==> config.mk <==
export PLATFORM = sky130hd
export DESIGN_NAME = rv_addr_line_en_target_regs
export DESIGN_NICKNAME = d
export VERILOG_FILES = /design/src/rtl/rv_addr_line_en_target_regs.sv
export SDC_FILE = /design/constraint.sdc
export NUM_CORES = 1
export LEC_CHECK = 0
export ABC_AREA = 1
export ABC_CLOCK_PERIOD_IN_PS = 2900
export CAP_MARGIN = 20
export CORE_UTILIZATION = 56
export DETAILED_ROUTE_END_ITERATION = 12
export PLACE_DENSITY = 0.76
export SLEW_MARGIN = 40
export SYNTH_ARGS = -nofsm -noshare
export SYNTH_HDL_FRONTEND = slang
export SYNTH_SLANG_ARGS = --single-unit
==> constraint.sdc <==
create_clock -name clock -period 2.9 [get_ports clock]
set_input_delay 0.725 -clock clock [delete_from_list [all_inputs] [get_ports clock]]
set_output_delay 0.725 -clock clock [all_outputs]
set_load 0.02 [all_outputs]
Fig. 1: run 1, signal wires on met2
(2 px per um)
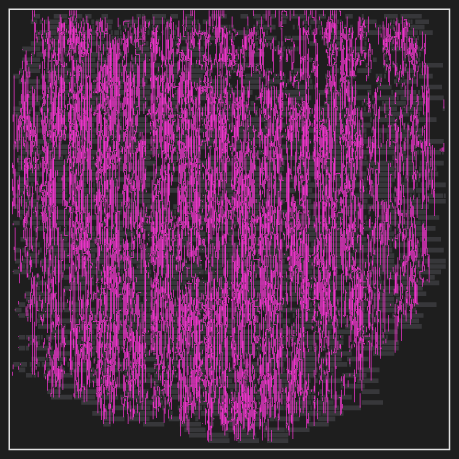
The layer carries 36.9 mm of wire. 2,408 nets have wire on it. The wires run mostly vertical.
met2 GRT Util: 51.1%
Detailed Route WL: 82.4 mm
total number of vias: 21.6k

Fig. 2: run 1, pin placement
(2 px per um) Pins as bars across the die edge, other pins in gray.
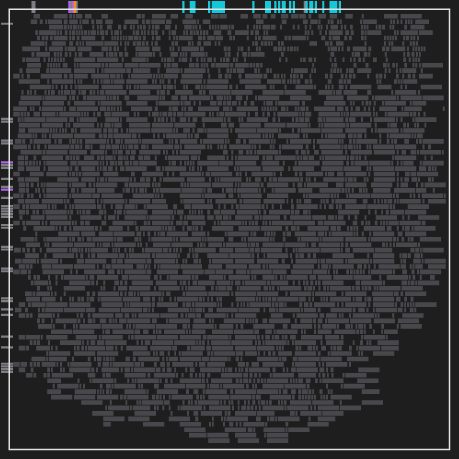
adr: shown in purple, pins 4, direction input, edge 2 top, 2 left. dat_r: shown in cyan, pins 32, direction output, edge top. valid: shown in orange, pins 1, direction input, edge top.
All pins by edge: 40 top, 33 left.
Horiz. Die Dim: 219 um
Port Buffer Count: 72
Die Y: 219 um

Fig. 3: run 1, routing congestion
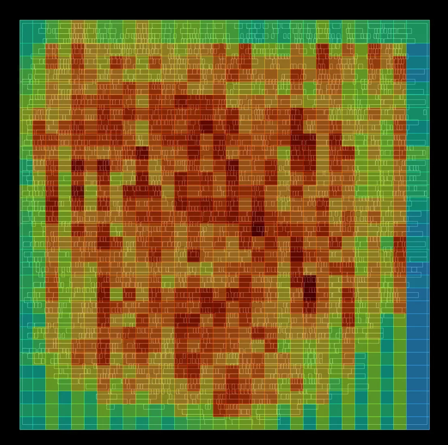
Tot GR Track Use: 34.0%
GRT met1 Usage: 46.7%

Fig. 4: run 1, routed metal per tile
(1.5 px per um) 22 x 22 tiles, from dark blue (low) to red (high), scaled to the fullest tile. Values are wire area over tile area, all layers added.
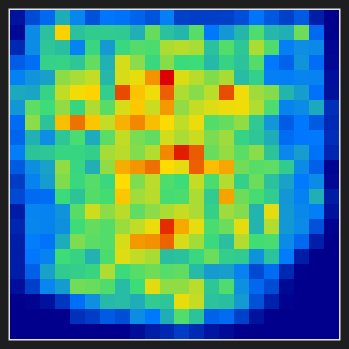
9.9% of the tiles are nearly empty. The fullest tile reaches 0.74. 39% of the tiles are over half the peak.
Avg WL per Cell: 23.0 um

==> ci_impl_report.md, run 1 <==
### Flow metrics

| Metric | Value |
|---|---|
| R2r setup slk | 0.44 ns |
| WHS | 0.472 ns |
| Fillers | 3,330 |
| Io pins | 73 |
| Final GP Congestion | 0.941 |
| P_comb | 2.84 mW |
| Status | complete, but fails checks |
| Period minus WS final | 3.25 ns |
| Maximum clock rate | 308 MHz |
| CTS H-tree depth | 2 |
| Largest net degree at the start of global routing | 79 |
| Register area | 17,000 um2 |
| NumNets Final | 2,965 |
| Total gr overflow | 0 |
| Crit path required time | 2.17 ns |
| Sequential Power Share | 48.1% |
| Initial antenna violation count | 0 |
| Most frequent cells in the layout | nor2_1 (702), edfxtp_1 (512), nand2_1 (296) |
| Max FFs per register | 512 |
| Post-Synthesis Cells | 2,722 |
| WP data arrival | 2.53 ns |
| DR DRC count | 0 |
| Top_reg_cell synth | edfxtp_1 |
| Tightest Pin Transition | 0.732 ns |
| RSZ-0062 raised after global routing | yes |
| Worst VDD drop | 0.630 mV |
| Unique cell types | 36 |
| PwrDens | 628 nW/um2 |
| ANT nets after route | 0 |
| NetSw | 5.31 mW |
| Final WS setup | -0.351 ns |
| Dominant logic cell type in the layout | nor2_1 |
| Global-route wire length before repair | 121 mm |
| Synth warn | 0 |
| Synthesis area per yosys | 26,500 um2 |
| Tool warnings | 29 |
| Pre-Place Util | 56.8% |
| Final Setup Violations | 32 |
| Max_cap viols | 0 |
| Max Buffers Root-to-Sink | 3 |
| Via/cell ratio | 6.04 |
| Cycle use final | 112% |
| Total chip power | 20.3 mW |
| CP Class | reg2out |
| Placement Cell Area | 28,800 um2 |
| Chip area | 48,100 um2 |
| Worst Skew | 0.0295 ns |
| Peak per-stage delay on the critical path | 0.37 ns |
| Synth-to-Final Area Change | 22.2% |
| EDFF count, synth | 512 |
| Setup TNS | -8.80 ns |
| Final Instance Area | 32,300 um2 |
| CTS sink count | 595 |
| Cell Area, Synth | 26,500 um2 |
| Post-Place Setup Slack | -0.186 ns |
| Share of cells above drive strength 1 | 16.4% |
| Worst path slowest cell | dfxtp_4 |
| CP startpoint kind | flop |
| Syn Area/Cell | 9.72 um2 |
| Layout Cells excl Fill | 3,581 |
| Final hold viol count | 0 |
| Flops after synth | 595 |
| Seq pwr | 9.77 mW |
| Clock transition at path regs | 0.07 ns |
| Top delay family on crit path | buffers and inverters |
| Ys async rst share | 0% |
| CTS root buf | clkbuf_16 |
| Slew Viols, Final | 0 |
| Worst Hold Class | reg2reg |
| Worst-skew pair later-pin latency | 0.64 ns |
| Num CTS Buffers | 59 |
| Combinational share of power | 14.0% |
| Hold path depth | 2 |
| Switching Share | 26.1% |
| Crit path depth | 11 |
| Yosys Instances | 2,722 |
| Pleak | 12.5 nW |
| Failing checks | negative setup slack |
| Core area | 46,600 um2 |
| Placed cell count | 3,434 |
| HPWL Detailed | 49.8 mm |
## run 1: layout make-up
class / instances / share of cell area (%)
diodes: 1 / 0.00774
clock inverters: 36 / 1.02
clock buffers: 76 / 4.98
inverters: 175 / 2.11
repair buffers: 245 / 9.39
flip-flops and latches: 595 / 52.7
multi-input cells: 1845 / 27.4
well taps: 607 / 2.35
repair inverters: 1 / 0.0271
## run 1: cell usage after synthesis, types with 4 or more instances
cell,count,share of area (%)
nand3_1,158,3.0
nor2_1,727,10
clkbuf_1,114,1.6
inv_1,169,2.4
edfxtp_1,512,58
buf_4,9,0.26
o211ai_1,105,3.0
nor3_1,14,0.26
inv_2,4,0.057
nand4_1,10,0.24
buf_1,10,0.14
buf_2,55,1.0
dfxtp_1,83,6.3
nand2_1,336,4.8
o21ai_0,238,4.5
buf_6,14,0.60
a21oi_1,117,2.2
o21ai_1,19,0.36
## run 1: cell families (layout without fill, tap and decap cells)
group	count (synthesis)	in the layout	synth area share, %
flops	595	595	64.4
other cells	1	97	0.0142
compound gates	488	488	10.3
xor+xnor	2	2	0.0662
buf+inv	377	533	6.14
simple gates	1256	1256	19.0
fa+ha+maj	3	3	0.142
## run 1: layer usage
| layer | part of all wire, % | vias to the layer above | wire length [um] | track usage (%) |
|---|---|---|---|---|
| li1 | - | 9525 | - | - |
| met4 | 5.0 | 0 | 4110 | 18.2 |
| met1 | 37 | 10283 | 30700 | 46.7 |
| met3 | 13 | 239 | 10700 | 6.93 |
| met2 | 45 | 1568 | 36900 | 51.1 |
| met5 | 0 | - | 0 | 0 |
## run 1: what timing repair did
item	CTS	global route
setup endpoints to repair	32	32
hold endpoints to repair	0	0
resized	376	109
hold buffers	0	0
gates cloned	13	7
pin swaps	103	97
buffers inserted	14	3
## Run 2: what changed since run 1
Settings changed: CORE_UTILIZATION 56 to 45, PLACE_DENSITY 0.76 to default.
Fig. 5: run 2, pin placement
(2 px per um) Pins as bars across the die edge, other pins in gray.
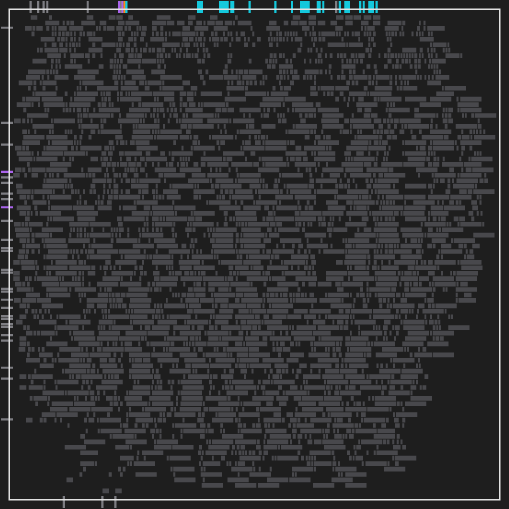
Horiz. Die Dim: 244 um
Die Y: 244 um

Fig. 6: run 2, routing congestion
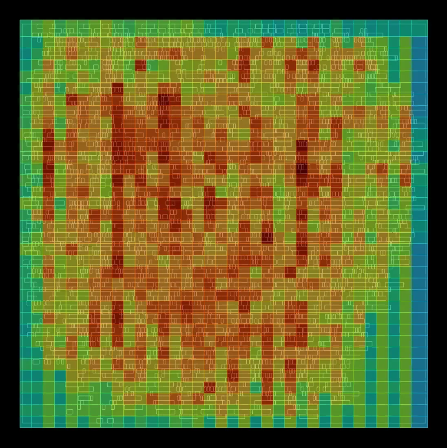
Avg WL per Cell: 22.9 um
met2 GRT Util: 42.6%
met3 Track Usage GR: 4.54%

==> run 2 against run 1 <==
  * The flow still finishes with violations (negative setup slack)
  * Worst setup slack better by 0.0021 ns
  * Via count down 1.2%
  * First-iteration DRC count decreased by 21%
  * Area after synthesis is the same
  * Critical path type unchanged
  * Critical endpoint is now dat_r[6]
  * Largest cell class unchanged
  * Highest routed layer unchanged
==> ci_impl_report.md, run 2 <==
### Flow metrics

| Metric | Value |
|---|---|
| Status | complete, but fails checks |
| Failing checks | negative setup slack |
| Worst Hold Class | reg2reg |
| RSZ-0062 raised after global routing | yes |
| Initial DRT Pass Iterations | 5 |
| CP startpoint kind | flop |
| CTS H-tree depth | 3 |
| Max-slew headroom | 52.8% |
| Worst path slowest cell | dfxtp_4 |
| Commonest cells post-synth | nor2_1 (727), edfxtp_1 (512), nand2_1 (336) |
| Area share, top type | 58.1% |
| CP dominant cell by count | nor2_1 |
| Max FFs per register | 512 |
| Synthesis area per yosys | 26,500 um2 |
| Global-route wire length before repair | 123 mm |
| Final core utilization | 57.5% |
| NumNets Final | 3,020 |
| Post-Synthesis Cells | 2,722 |
| Area leader, netlist | edfxtp_1 |
| Max Buffers Root-to-Sink | 3 |
| WHS | 0.468 ns |
| Gate Area | 8990 um2 |
| Io pins | 73 |
| Max_cap viols | 0 |
| Initial antenna violation count | 0 |
| Tightest Pin Transition | 0.707 ns |
| Chip area | 59,800 um2 |
| Peak per-stage delay on the critical path | 0.43 ns |
| PwrDens | 624 nW/um2 |
| Cycle use final | 112% |
| Final Setup Violations | 32 |
| Fillers | 4,960 |
| CP Class | reg2out |
| Final hold viol count | 0 |
| EDFF count, synth | 512 |
| Hold-fix buffers, CTS | 0 |
| Flops after synth | 595 |
| Hold path depth | 2 |
| ANT nets after route | 0 |
| Final WS setup | -0.349 ns |
| Most frequent cell after synthesis | nor2_1 |
| Rows | 88 |
| Max Fanout on Critical Path | 10 |
| Synth warn | 0 |
| R2r setup slk | 0.52 ns |
| CTS root buf | clkbuf_16 |
| Ys async rst share | 0% |
| Seq share, synth | 64.4% |
| Slew Viols, Final | 0 |
| Cell Area, Synth | 26,500 um2 |
| Clock transition at path regs | 0.06 ns |
| Final GP Congestion | 0.927 |
| Initial DRC Count | 2,563 |
| Endpoint class of the critical path | output port |
| Worst-case reg-to-reg path depth | 10 |
| Layout Cells excl Fill | 3,793 |
| Via/cell ratio | 5.63 |
| Pre-Place Util | 45.7% |
| DR DRC count | 0 |
| Maximum clock rate | 308 MHz |
| Crit-path cells | clkinv_8 > buf_8 > buf_16 > nor2_1 > nor2_1 > o21ai_1 > o211ai_1 > nand3_1 > nand3_2 > buf_12 > nand2_1 > inv_1 > buf_4 |
| Worst VDD drop | 0.499 mV |
| Register area | 17,000 um2 |
| Tot GR Track Use | 27.8% |
| Num CTS Buffers | 67 |
| Pleak | 12.8 nW |
| Synth-to-Final Area Change | 25.8% |
| CTS tree | yes |
| Largest net degree at the start of global routing | 55 |
| Detailed Route WL | 86.8 mm |
| Most frequent cells in the layout | nor2_1 (691), edfxtp_1 (512), nand2_1 (291) |
| HPWL Detailed | 52.1 mm |
| Total gr overflow | 0 |
| Main area contributors | edfxtp_1 (58%), nor2_1 (10%), dfxtp_1 (6.3%) |
| Total chip power | 20.8 mW |
| Worst-skew pair later-pin latency | 0.60 ns |
| Vias in the first global route | 19.6k |
| Share of cells above drive strength 1 | 18.5% |
| CTS sink count | 595 |
| Core area | 57,900 um2 |
| Unique cell types | 36 |
| Tool warnings | 29 |
| Placed cell count | 3,609 |
| Ant diodes | 0 |
| Worst Skew | 0.0210 ns |
| Port Buffer Count | 72 |
| Crit path required time | 2.17 ns |
| Syn Area/Cell | 9.72 um2 |
| Total number of vias | 21.4k |
| WP data arrival | 2.52 ns |
| Period minus WS final | 3.25 ns |
| Top_reg_cell synth | edfxtp_1 |
| Dominant logic cell type in the layout | nor2_1 |
| Yosys Instances | 2,722 |
[run 2: metrics by stage]
stage	worst slack, ns	cell area (um2)	setup TNS [ns]
6_report	-0.349	33300	-7.76
5_1_grt	-0.417	33300	-9.89
4_1_cts	-0.422	31900	-7.61
3_5_place_dp	-0.182	29100	-3.20
3_3_place_gp	-0.168	29100	-2.86
2_1_floorplan	0.0864	26800	0
[run 2: cell type report]
cell class,instances,area share (%)
timing repair buffer,293,10.9
clock inverter,29,0.537
clock buffer,91,5.46
sequential,595,51.2
multi-input combinational,1845,27.0
tap,765,2.88
inverter,175,2.03
[run 2: logic make-up after synthesis]
group	synth area share (%)
AOI/OAI and AO/OA	10.3
xor gates and xnor gates	0.0662
adders and majority gates	0.142
buffers and inverters	6.14
DFF	64.4
other	0.0142
and+or+nand+nor	19.0
[run 2: worst max-delay path: cells and delay by family (launching register included)]
family | cells | cell delay, ns
and+or+nand+nor | 5 | 0.46
DFF | 1 | 0.43
AOI/OAI and AO/OA | 2 | 0.25
buffers and inverters | 6 | 0.75
[run 2: per-layer routing]
metal,track usage (%),share of wire [%],vias to the layer above
met3,4.54,10,124
li1,-,-,9642
met2,42.6,45,1221
met1,40.0,42,10378
met5,0,0,-
met4,9.89,3.2,0
[run 2: timing repair]
| item | CTS | global route |
|---|---|---|
| pin swaps | 35 | 131 |
| setup buffers | 11 | 28 |
| endpoints found under the setup margin | 32 | 32 |
| gates resized | 288 | 275 |
| gates cloned | 10 | 22 |
[run 2: report_power, final]
group	switching [mW]	internal [mW]	total, mW
Clock	3.44	4.50	7.94
Combinational	1.94	1.13	3.07
Sequential	0.130	9.64	9.77
Power figures rest on the tool's default switching activity, not on a simulated workload.
